`src/rtl/alu_uart_sequencer_if.sv`:
```
// Byte-stream / ALU bus between the command sequencer and its neighbours.
// master = sequencer side, slave = rx/tx/ALU side.
interface alu_uart_sequencer_if #(
  parameter int NB_DATA   = 8,
  parameter int NB_OPCODE = 6
);
  logic [NB_DATA-1:0]   rx_data;
  logic                 rx_valid;
  logic                 tx_busy;
  logic                 tx_done;
  logic [NB_DATA-1:0]   tx_data;
  logic                 tx_start;
  logic [NB_DATA-1:0]   alu_dato_a;
  logic [NB_DATA-1:0]   alu_dato_b;
  logic [NB_OPCODE-1:0] alu_opcode;
  logic [NB_DATA-1:0]   alu_result;

  modport master (
    input  rx_data, rx_valid, tx_busy, tx_done, alu_result,
    output tx_data, tx_start, alu_dato_a, alu_dato_b, alu_opcode
  );

  modport slave (
    output rx_data, rx_valid, tx_busy, tx_done, alu_result,
    input  tx_data, tx_start, alu_dato_a, alu_dato_b, alu_opcode
  );
endinterface

```
`src/rtl/alu_uart_sequencer.sv`:
```
// Collects A, B and opcode bytes from the receiver, drives the ALU operands
// and hands the registered result to the transmitter.
module alu_uart_sequencer #(
  parameter int NB_DATA        = 8,
  parameter int NB_OPCODE      = 6,
  parameter int TIMEOUT_CYCLES = 1000
) (
  input  logic                  clk,
  input  logic                  rst_n,
  alu_uart_sequencer_if.master  bus,
  output logic                  op_err,
  output logic                  timeout,
  output logic                  rx_overrun,
  output logic [2:0]            state
);

  typedef enum logic [2:0] {
    GET_A   = 3'd0,
    GET_B   = 3'd1,
    GET_OP  = 3'd2,
    EXEC    = 3'd3,
    SEND    = 3'd4,
    WAIT_TX = 3'd5
  } state_t;

  localparam bit TO_EN = (TIMEOUT_CYCLES != 0);
  localparam int CNT_W = (TIMEOUT_CYCLES > 1) ? $clog2(TIMEOUT_CYCLES) : 1;
  localparam logic [CNT_W-1:0] CNT_MAX = CNT_W'(TO_EN ? TIMEOUT_CYCLES - 1 : 0);

  state_t               state_reg, state_next;
  logic [CNT_W-1:0]     cnt_reg, cnt_next;
  logic [NB_DATA-1:0]   a_reg, a_next;
  logic [NB_DATA-1:0]   b_reg, b_next;
  logic [NB_OPCODE-1:0] op_reg, op_next;
  logic [NB_DATA-1:0]   tx_data_reg, tx_data_next;
  logic                 tx_start_reg, tx_start_next;
  logic                 op_err_reg, op_err_next;
  logic                 timeout_reg, timeout_next;
  logic                 overrun_reg, overrun_next;
  logic                 to_hit;
  logic                 counting;

  function automatic logic opcode_ok(input logic [NB_DATA-1:0] b);
    logic [NB_OPCODE-1:0] lo;
    lo = b[NB_OPCODE-1:0];
    return (b[NB_DATA-1:NB_OPCODE] == '0) &&
           (lo inside {NB_OPCODE'(6'b100000), NB_OPCODE'(6'b100010),
                       NB_OPCODE'(6'b100100), NB_OPCODE'(6'b100101),
                       NB_OPCODE'(6'b100110), NB_OPCODE'(6'b000011),
                       NB_OPCODE'(6'b000010), NB_OPCODE'(6'b100111)});
  endfunction

  assign counting = TO_EN && ((state_reg == GET_B) || (state_reg == GET_OP));
  assign to_hit   = counting && (cnt_reg == CNT_MAX) && !bus.rx_valid;

  always_comb begin
    state_next    = state_reg;
    a_next        = a_reg;
    b_next        = b_reg;
    op_next       = op_reg;
    tx_data_next  = tx_data_reg;
    tx_start_next = 1'b0;
    op_err_next   = 1'b0;
    timeout_next  = 1'b0;
    overrun_next  = bus.rx_valid &&
                    ((state_reg == EXEC) || (state_reg == SEND) || (state_reg == WAIT_TX));

    case (state_reg)
      GET_A: begin
        if (bus.rx_valid) begin
          a_next     = bus.rx_data;
          state_next = GET_B;
        end
      end
      GET_B: begin
        if (bus.rx_valid) begin
          b_next     = bus.rx_data;
          state_next = GET_OP;
        end else if (to_hit) begin
          state_next   = GET_A;
          timeout_next = 1'b1;
        end
      end
      GET_OP: begin
        if (bus.rx_valid) begin
          if (opcode_ok(bus.rx_data)) begin
            op_next    = bus.rx_data[NB_OPCODE-1:0];
            state_next = EXEC;
          end else begin
            op_err_next = 1'b1;
          end
        end else if (to_hit) begin
          state_next   = GET_A;
          timeout_next = 1'b1;
        end
      end
      EXEC: begin
        tx_data_next  = bus.alu_result;
        state_next    = SEND;
        // Look ahead so the registered start lands in the first SEND cycle.
        tx_start_next = !bus.tx_busy;
      end
      SEND: begin
        if (tx_start_reg) begin
          state_next = WAIT_TX;
        end else begin
          tx_start_next = !bus.tx_busy;
        end
      end
      WAIT_TX: begin
        if (bus.tx_done) begin
          state_next = GET_A;
        end
      end
      default: state_next = GET_A;
    endcase

    if (!counting || bus.rx_valid || (state_next != state_reg)) begin
      cnt_next = '0;
    end else begin
      cnt_next = cnt_reg + 1'b1;
    end
  end

  always_ff @(posedge clk or negedge rst_n) begin
    if (!rst_n) begin
      state_reg    <= GET_A;
      cnt_reg      <= '0;
      a_reg        <= '0;
      b_reg        <= '0;
      op_reg       <= '0;
      tx_data_reg  <= '0;
      tx_start_reg <= 1'b0;
      op_err_reg   <= 1'b0;
      timeout_reg  <= 1'b0;
      overrun_reg  <= 1'b0;
    end else begin
      state_reg    <= state_next;
      cnt_reg      <= cnt_next;
      a_reg        <= a_next;
      b_reg        <= b_next;
      op_reg       <= op_next;
      tx_data_reg  <= tx_data_next;
      tx_start_reg <= tx_start_next;
      op_err_reg   <= op_err_next;
      timeout_reg  <= timeout_next;
      overrun_reg  <= overrun_next;
    end
  end

  assign bus.alu_dato_a = a_reg;
  assign bus.alu_dato_b = b_reg;
  assign bus.alu_opcode = op_reg;
  assign bus.tx_data    = tx_data_reg;
  assign bus.tx_start   = tx_start_reg;
  assign op_err         = op_err_reg;
  assign timeout        = timeout_reg;
  assign rx_overrun     = overrun_reg;
  assign state          = state_reg;

endmodule
```
`src/flat_wrapper.sv`:
```
// flat-port wrapper written by rule: the top's interface ports become plain ports
module alu_uart_sequencer_flat 
#(
  parameter int NB_DATA        = 8,
  parameter int NB_OPCODE      = 6,
  parameter int TIMEOUT_CYCLES = 1000
)
  (clk, rst_n, op_err, timeout, rx_overrun, state, bus_rx_data, bus_rx_valid, bus_tx_busy, bus_tx_done, bus_alu_result, bus_tx_data, bus_tx_start, bus_alu_dato_a, bus_alu_dato_b, bus_alu_opcode);
  alu_uart_sequencer_if #(.NB_DATA(NB_DATA), .NB_OPCODE(NB_OPCODE)) bus_i ();
  input  logic clk;
  input  logic rst_n;
  output logic op_err;
  output logic timeout;
  output logic rx_overrun;
  output logic [2:0] state;
  input wire logic [$bits(bus_i.rx_data)-1:0] bus_rx_data;
  input wire logic [$bits(bus_i.rx_valid)-1:0] bus_rx_valid;
  input wire logic [$bits(bus_i.tx_busy)-1:0] bus_tx_busy;
  input wire logic [$bits(bus_i.tx_done)-1:0] bus_tx_done;
  input wire logic [$bits(bus_i.alu_result)-1:0] bus_alu_result;
  output wire logic [$bits(bus_i.tx_data)-1:0] bus_tx_data;
  output wire logic [$bits(bus_i.tx_start)-1:0] bus_tx_start;
  output wire logic [$bits(bus_i.alu_dato_a)-1:0] bus_alu_dato_a;
  output wire logic [$bits(bus_i.alu_dato_b)-1:0] bus_alu_dato_b;
  output wire logic [$bits(bus_i.alu_opcode)-1:0] bus_alu_opcode;
  assign bus_i.rx_data = bus_rx_data;
  assign bus_i.rx_valid = bus_rx_valid;
  assign bus_i.tx_busy = bus_tx_busy;
  assign bus_i.tx_done = bus_tx_done;
  assign bus_i.alu_result = bus_alu_result;
  assign bus_tx_data = bus_i.tx_data;
  assign bus_tx_start = bus_i.tx_start;
  assign bus_alu_dato_a = bus_i.alu_dato_a;
  assign bus_alu_dato_b = bus_i.alu_dato_b;
  assign bus_alu_opcode = bus_i.alu_opcode;
  alu_uart_sequencer #(.NB_DATA(NB_DATA), .NB_OPCODE(NB_OPCODE), .TIMEOUT_CYCLES(TIMEOUT_CYCLES)) u_core (.clk(clk), .rst_n(rst_n), .bus(bus_i), .op_err(op_err), .timeout(timeout), .rx_overrun(rx_overrun), .state(state));
endmodule
```
`config.mk`:
```
export PLATFORM = sky130hd
export DESIGN_NAME = alu_uart_sequencer_flat
export DESIGN_NICKNAME = d
export VERILOG_FILES = /design/src/rtl/alu_uart_sequencer_if.sv /design/src/rtl/alu_uart_sequencer.sv /design/src/flat_wrapper.sv
export SDC_FILE = /design/constraint.sdc
export NUM_CORES = 1
export LEC_CHECK = 0
export CAP_MARGIN = 20
export CORE_ASPECT_RATIO = 0.6
export CORE_MARGIN = 2
export CORE_UTILIZATION = 35
export CTS_BUF_LIST = sky130_fd_sc_hd__clkbuf_8
export CTS_CLUSTER_DIAMETER = 100
export DETAILED_ROUTE_END_ITERATION = 6
export PLACE_DENSITY = 0.73
export SLEW_MARGIN = 10
export SYNTH_ARGS = -nofsm -noshare
export SYNTH_HDL_FRONTEND = slang
export SYNTH_SLANG_ARGS = --single-unit
```
`constraint.sdc`:
```
create_clock -name clk -period 2.6 [get_ports clk]
set_clock_uncertainty 0.05 [all_clocks]
set_input_delay 0.52 -clock clk [delete_from_list [all_inputs] [get_ports clk]]
set_output_delay 0.52 -clock clk [all_outputs]
set_load 0.05 [all_outputs]
```
==> run_1/placement_by_type.png <==
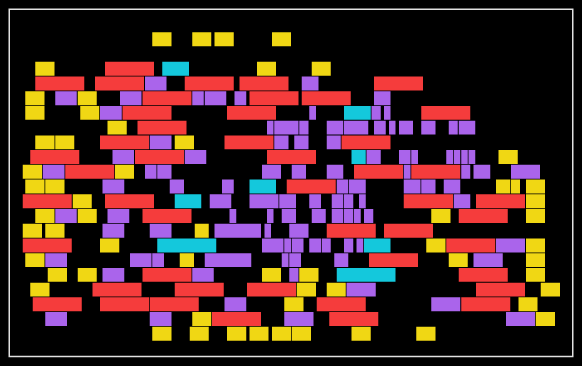
| class | color | cells |
|---|---|---|
| clock drivers and dummy loads | cyan | 8 |
| remaining buffers and delay cells | yellow | 60 |
| combinational and other logic | purple | 103 |
| sequential cells | red | 47 |
sequential share of cell area: 41.0%
area of the core region: 5680 µm²
post-route design area: 2870 µm²

==> run_1/power_grid.png <==
The bar under the picture is 20 µm long. Pins as bars on the die edge.
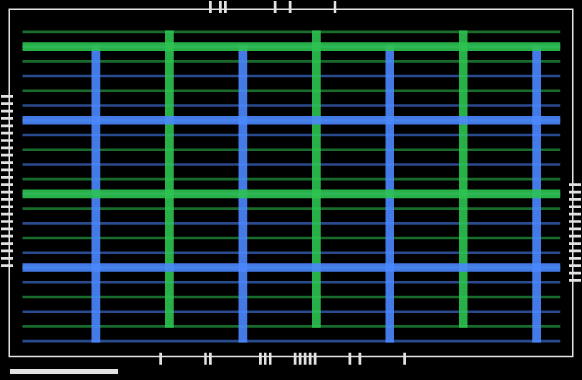
| net | color |
|---|---|
| VSS | blue |
| VDD | green |
signal pins: 58
met5 straps: 4

==> run_1/congestion.png <==
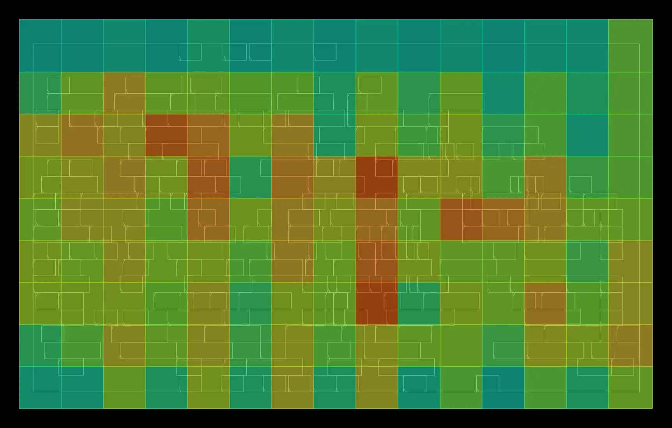
WL per Instance: 14.8 µm
met3 track demand over resource: 5.41%
met1 routing resource usage after global routing: 21.7%

==> run_1/cell_density.png <==
The bar under the picture is 20 µm long. The die is cut into 10 by 6 equal tiles; black is low, pale yellow is high, 0 to 100% covered.
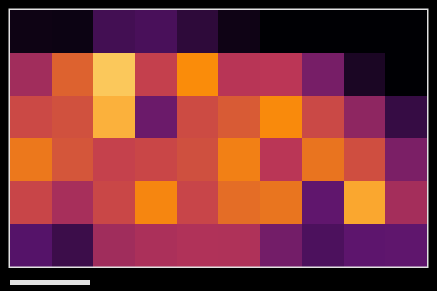
nearly empty tiles: 8.3%
tiles over 75% full: 5.0%
fullest tile: 88%
mean over tiles: 42%

==> run 1: metrics by stage <==
step	instances	hold WS [ns]
global placement	290	0.403
global route	298	0.295
CTS	298	0.269
floorplan	154	0.174
detailed placement	290	0.414
finish	298	0.249
==> run 1: power by group through the flow <==
stage          Combinational [mW]  Sequential, mW  Clock [mW]
6_report                     1.97            1.16       0.635
5_1_grt                      2.07            1.20       0.679
4_1_cts                      1.99            1.17       0.650
3_5_place_dp                 1.98            1.17           0
3_3_place_gp                 1.96            1.17           0
2_1_floorplan               0.603            1.94           0
==> run 1: per-layer routing <==
metal,share of wire (%),vias to the layer above,wire (µm),global-route usage [%]
li1,-,681,-,-
met3,7.4,5,326,5.41
met1,54,679,2360,21.7
met4,0.79,0,35,4.56
met2,38,44,1690,19.1
met5,0,-,0,0
==> qor.yml, run 1 <==
worst_path_max_delay_cell: "clkdlybuf4s50_1"
power.net_switching_mw: 1.66
setup_ws_final_ns: 0.209
timing.setup.critical_path_class: "register to output port"
outcome: "finished clean"
number_of_drc_markers_after_the_initial_detailed_route_iteration: 58
cts_tree: "yes"
finish.net_count: 239
worstSetupStartpointType: "register"
cts_num_sinks: 47
utilization_pct: 50.6
share_clk_of_total_power_pct: 16.8
async_reset_ff_share_pct: 100
cp_max_fo: 8
final.fill_count: 529
critical_path_depth: 1
numCtsBuffers: 5
row_count: 21
worst_skew_pair.late_latency_ns: 0.30
first_pass_grt_wire_length_mm: 7.54
post-layout-total-power_mw: 3.77
path_delay_family: "buffers and inverters"
yosys-dominant-comb-family: "multiplexers"
cts_resized: 0
fp_nets: 176
worst_setup_path_endpoint: "state[1]"
numPortBuffers: 57
area_growth_syn_to_layout_pct: 37.3
cts_max_level: 2
synth_cell_types: 38
clockBufferCount: 5
netlist_instances: 154
global_route.overflow_total: 0
critical-path-max-stage-delay_ns: 0.90
signal_buffers: 60
gp_congestion: 0.770
grt_max_degree: 48
mostFrequentLayoutCell: "clkdlybuf4s50_1"
largest_register_ffs: 10
p_leak_nw: 1.17
floorplan.die.width_um: 104
ys_sh_simple_pct: 12.1
num-multi-input-gates: 97
floorplan.core_util_pct: 36.9
hold_viol_final: 0
synth.top_cell.area_share_pct: 56.2
crit_path_start: "u_core.state[1]"
crit_path_cell_trace: "clkdlybuf4s50_1"
number_of_global_route_vias_before_repair: 1488
worst_slew_margin_pct: 60.3
design.seq.count: 47
yosys_warnings: 0
power.share.combinational_pct: 52.3
crit_arrival_ns: 1.82
drt_first_pass_iters: 4
nWellTaps: 80
period_minus_slack_ns: 2.39
routed_wirelength_mm: 4.41
ys_seq_elements: 47
inverters: 6
clock_edge_transition_at_the_registers_on_the_reported_setup_and_hold_paths_ns: 0.09
post_detailed_placement_half_perimeter_wirelength_mm: 3.14
p_int_mw: 2.11
post_synth_edffs: 0
## Run 2: what changed since run 1
Settings changed: HOLD_SLACK_MARGIN set to 0.03.
==> run_2/congestion.png <==
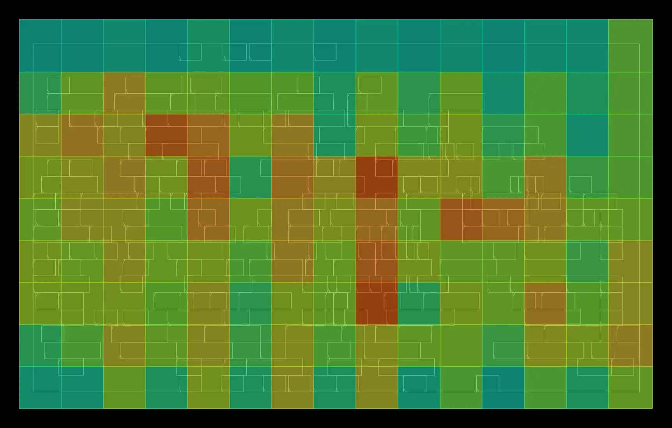
most utilized layer in the global route result: met1
global routing usage on met2: 19.1%
aggregate global-route resource usage: 14.5%

==> qor.yml, run 2 <==
number_of_global_route_vias_before_repair: 1488  # unchanged
post-layout-total-power_mw: 3.77  # unchanged
first_pass_grt_wire_length_mm: 7.54  # unchanged
powerClk_mw: 0.635  # about the same
routed_wirelength_mm: 4.41  # unchanged
hold_viol_final: 0  # unchanged
num-multi-input-gates: 97  # unchanged
yosys_warnings: 0  # unchanged
worst_skew_pair.late_latency_ns: 0.30  # about the same
layout.area.top_class: "flip-flops and latches"  # unchanged
number_of_drc_markers_after_the_initial_detailed_route_iteration: 58  # unchanged
sequential_share_of_cell_area_pct: 41.0  # unchanged
largest_register_ffs: 10  # unchanged
global_route.overflow_total: 0  # unchanged
post_detailed_placement_half_perimeter_wirelength_mm: 3.14  # unchanged
cts_tree: "yes"  # unchanged
worst_path_max_delay_cell: "clkdlybuf4s50_1"  # unchanged
seq_power_share_pct: 30.8  # about the same
path_buffers: 1  # unchanged
outcome: "finished clean"  # unchanged
netlist_instances: 154  # unchanged
nWellTaps: 80  # unchanged
clock_tree_area_fraction_pct: 4.75  # unchanged
clockBufferCount: 5  # unchanged
path_delay_family: "buffers and inverters"  # unchanged
hold_slack_ns: 0.249  # unchanged
clockRootBuffer: "clkbuf_8"  # unchanged
worst_setup_path_endpoint: "state[1]"  # unchanged
synth_cell_types: 38  # unchanged
syn_area_um2: 2090  # unchanged
crit_path_cell_trace: "clkdlybuf4s50_1"  # unchanged
floorplan.core_util_pct: 36.9  # unchanged
cp_max_fo: 8  # unchanged
share_clk_of_total_power_pct: 16.8  # about the same
clock_edge_transition_at_the_registers_on_the_reported_setup_and_hold_paths_ns: 0.09  # about the same
combinational_fraction_of_the_cell_area_pct: 29.5  # unchanged
critical-path-max-stage-delay_ns: 0.90  # about the same
maxSlewViolCount: 0  # unchanged
design.seq.count: 47  # unchanged
power.combinational.total_mw: 1.97  # about the same
cts_max_level: 2  # unchanged
numCtsBuffers: 5  # unchanged
synth_area_leader_cell: "dfrtp_1"  # unchanged
worst_slew_margin_pct: 60.3  # unchanged
placedCellCount: 290  # unchanged
utilization_pct: 50.6  # unchanged
gp_congestion: 0.770  # unchanged
power.share.combinational_pct: 52.3  # about the same
numPortBuffers: 57  # unchanged
row_count: 21  # unchanged
worstSetupStartpointType: "register"  # unchanged
period_minus_slack_ns: 2.39  # unchanged
finish.net_count: 239  # unchanged
finish.instance_area_um2: 2870  # unchanged
cts_num_sinks: 47  # unchanged
fp_nets: 176  # unchanged
grt_max_degree: 48  # unchanged
critical_path_depth: 1  # unchanged
inverters: 6  # unchanged
crit_arrival_ns: 1.82  # about the same
final.fill_count: 529  # unchanged
dominant_power_group: "combinational logic"  # unchanged
cts.hold.buffers_added: 0  # unchanged
finalSetupViolations: 0  # unchanged
drt_first_pass_iters: 4  # unchanged
area_enclosed_by_the_die_boundary_um2: 6630  # unchanged
setup_ws_final_ns: 0.209  # unchanged
multi_input_comb_area_um2: 848  # unchanged
fp.coreArea_um2: 5680  # unchanged
signal_buffers: 60  # unchanged
crit_path_start: "u_core.state[1]"  # unchanged
post_synth_edffs: 0  # unchanged
power.net_switching_mw: 1.66  # unchanged
cts_resized: 0  # unchanged
layoutNonFillerInstCount: 298  # unchanged
yosysMostFrequentCell: "dfrtp_1"  # unchanged
async_reset_ff_share_pct: 100  # unchanged
synth.top_cell.area_share_pct: 56.2  # unchanged
wl_per_cell_um: 14.8  # unchanged
area_growth_syn_to_layout_pct: 37.3  # unchanged
p_int_mw: 2.11  # unchanged
pwr.group.sequential_mw: 1.16  # about the same
mostFrequentLayoutCell: "clkdlybuf4s50_1"  # unchanged
timing.setup.critical_path_class: "register to output port"  # unchanged
antenna-diode-count: 0  # unchanged
ys_seq_elements: 47  # unchanged
p_leak_nw: 1.17  # unchanged
==> run_2/power_grid.png <==
The bar under the picture is 20 µm long. Pins as bars on the die edge.
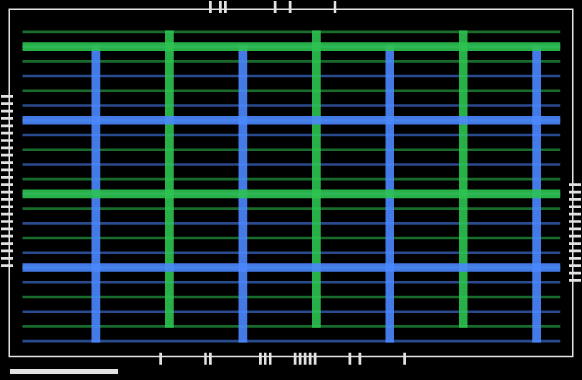
| net | color |
|---|---|
| VDD | green |
| VSS | blue |
met4 straps: 7
signal pins: 58
met1 rails: 22
worst vdd ir: 0.840 mV
Chip Height: 63.9 µm
horizontal extent of the die: 104 µm

-- run 2: cells by family (layout without fill, tap and decap cells) --
family | after synthesis | after routing | synth area share (%)
xor+xnor | 8 | 8 | 3.35
buf+inv | 10 | 74 | 3.23
fa+ha+maj | 1 | 1 | 0.598
compound gates | 22 | 22 | 7.72
simple gates | 37 | 37 | 12.1
flops | 47 | 47 | 56.2
mux | 29 | 29 | 16.8
-- run 2: metal layers --
metal  vias up  GRT usage, %  wire (µm)  part of all wire, %
li1        681             -          -                    -
met2        44          19.1       1690                   38
met5         -             0          0                    0
met4         0          4.56         35                 0.79
met3         5          5.41        326                  7.4
met1       679          21.7       2360                   54
## Run 3: what changed since run 2
Settings changed: CORE_UTILIZATION 35 to 50, DONT_BUFFER_PORTS set to 1, PLACE_DENSITY 0.73 to 0.77, TNS_END_PERCENT set to 1.
==> qor.yml, run 3 <==
outcome: "finished clean"  # unchanged
global_routing_usage_on_met2_pct: 30.1  # was 19.1%
crit_path_cell_trace: "ha_1 > and4bb_2 > a31oi_1 > o21ai_2 > a211oi_1"  # was clkdlybuf4s50_1
yosys.area_share.xor_xnor_pct: 3.35  # unchanged
global_route.overflow_total: 0  # unchanged
p_leak_nw: 0.945  # was 1.17 nW
post-layout-total-power_mw: 3.11  # was 3.77 mW
worst_setup_path_endpoint: "u_core.cnt_reg[5]"  # was state[1]
clock_edge_transition_at_the_registers_on_the_reported_setup_and_hold_paths_ns: 0.08  # was 0.09 ns
period_minus_slack_ns: 1.90  # was 2.39 ns
numPortBuffers: 0  # was 57
yosys_warnings: 0  # unchanged
cts_tree: "yes"  # unchanged
yosys-dominant-comb-family: "multiplexers"  # unchanged
routed_wirelength_mm: 4.04  # was 4.41 mm
grt.met3_usage_pct: 7.67  # was 5.41%
finish.net_count: 184  # was 239
ys_sh_mux_pct: 16.8  # unchanged
worstSetupStartpointType: "register"  # unchanged
global_route.usage.total_pct: 18.7  # was 14.5%
antenna-diode-count: 0  # unchanged
row_count: 18  # was 21
synth_cell_types: 38  # unchanged
synth.cellmix.adderShare_pct: 0.598  # unchanged
number_of_drc_markers_after_the_initial_detailed_route_iteration: 51  # was 58
path_delay_family: "AND-OR/OR-AND gates"  # was buffers and inverters
async_reset_ff_share_pct: 100  # unchanged
area_growth_syn_to_layout_pct: 7.95  # was 37.3%
numCtsBuffers: 5  # unchanged
clockRootBuffer: "clkbuf_8"  # unchanged
power.net_switching_mw: 1.59  # was 1.66 mW
hold_viol_final: 0  # unchanged
crit_path_start: "u_core.cnt_reg[0]"  # was u_core.state[1]
post_synth_edffs: 0  # unchanged
grt_max_degree: 48  # unchanged
timing.setup.critical_path_class: "register to register"  # was register to output port
post_synth_ao_oa_area_fraction_pct: 7.72  # unchanged
hold_slack_ns: 0.231  # was 0.249 ns
final.fill_count: 352  # was 529
worst_skew_pair.late_latency_ns: 0.29  # was 0.30 ns
power.share.combinational_pct: 23.3  # was 52.3%
seq_power_share_pct: 63.0  # was 30.8%
share_clk_of_total_power_pct: 13.7  # was 16.8%
critical-path-max-stage-delay_ns: 0.40  # was 0.90 ns
worst_slew_margin_pct: 57.9  # was 60.3%
yosysMostFrequentCell: "dfrtp_1"  # unchanged
post_detailed_placement_half_perimeter_wirelength_mm: 2.94  # was 3.14 mm
p_int_mw: 1.51  # was 2.11 mW
synth_area_leader_cell: "dfrtp_1"  # unchanged
pwr.group.sequential_mw: 1.96  # was 1.16 mW
drt-met1-wl_mm: 1.72  # was 2.36 mm
netlist_instances: 154  # unchanged
cts_max_level: 2  # unchanged
setup_ws_final_ns: 0.696  # was 0.209 ns
largest_register_ffs: 10  # unchanged
placedCellCount: 203  # was 290
synth.top_cell.area_share_pct: 56.2  # unchanged
first_pass_grt_wire_length_mm: 6.48  # was 7.54 mm
cts_resized: 0  # unchanged
met3_wirelength_um: 389  # was 326 µm
fp_nets: 176  # unchanged
-- run 3: netlist changes by cell type in the layout (fill, tap and decap cells not counted) --
cell,delta
bufinv_16,-2
buf_16,+1
clkinvlp_4,+1
clkdlybuf4s50_1,-56
buf_2,-1
clkinv_2,+1
dlygate4sd3_1,+1
-- run 3: layout make-up --
class / instances / area [µm²] / area share, %
timing repair buffer: 5 / 60.1 / 2.66
inverter: 6 / 22.5 / 0.997
clock buffer: 5 / 68.8 / 3.05
multi-input combinational: 97 / 848 / 37.6
clock inverter: 3 / 20.0 / 0.886
sequential: 47 / 1180 / 52.1
tap: 50 / 62.6 / 2.77
-- run 3: what timing repair did --
item / 4_1_cts / 5_1_grt
setup buffers: 0 / 0
hold endpoints to repair: 47 / 0
hold buffers: 2 / 0
==> run_3/cell_density.png <==
The bar under the picture is 20 µm long. The die is cut into 9 by 5 equal tiles; black is low, pale yellow is high, 0 to 100% covered.
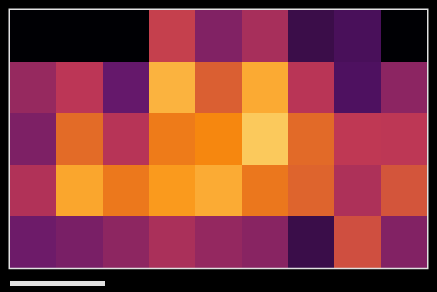
mean over tiles: 46%
tiles over 75% full: 13%
nearly empty tiles: 8.9%
Initial Utilization: 51.6%
final core utilization: 55.7%
area of the core region: 4050 µm²

==> run_3/power_grid.png <==
The bar under the picture is 20 µm long. Pins as bars on the die edge.
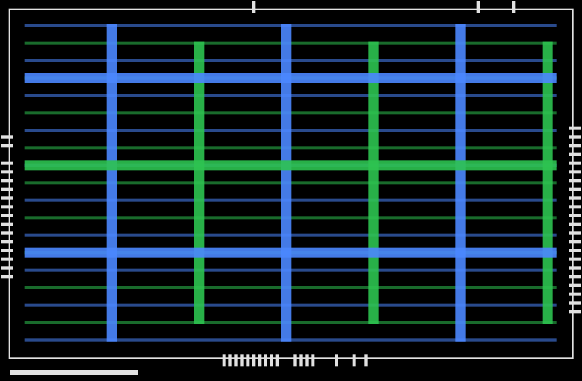
| net | color |
|---|---|
| VDD | green |
| VSS | blue |
signal pins: 58
met1 rails: 19
met4 straps: 6
met5 straps: 3
rows: 18
horizontal extent of the die: 87.5 µm
worst vdd ir: 0.793 mV
Chip Height: 54.1 µm

Power is estimated from default activity; no workload was simulated.
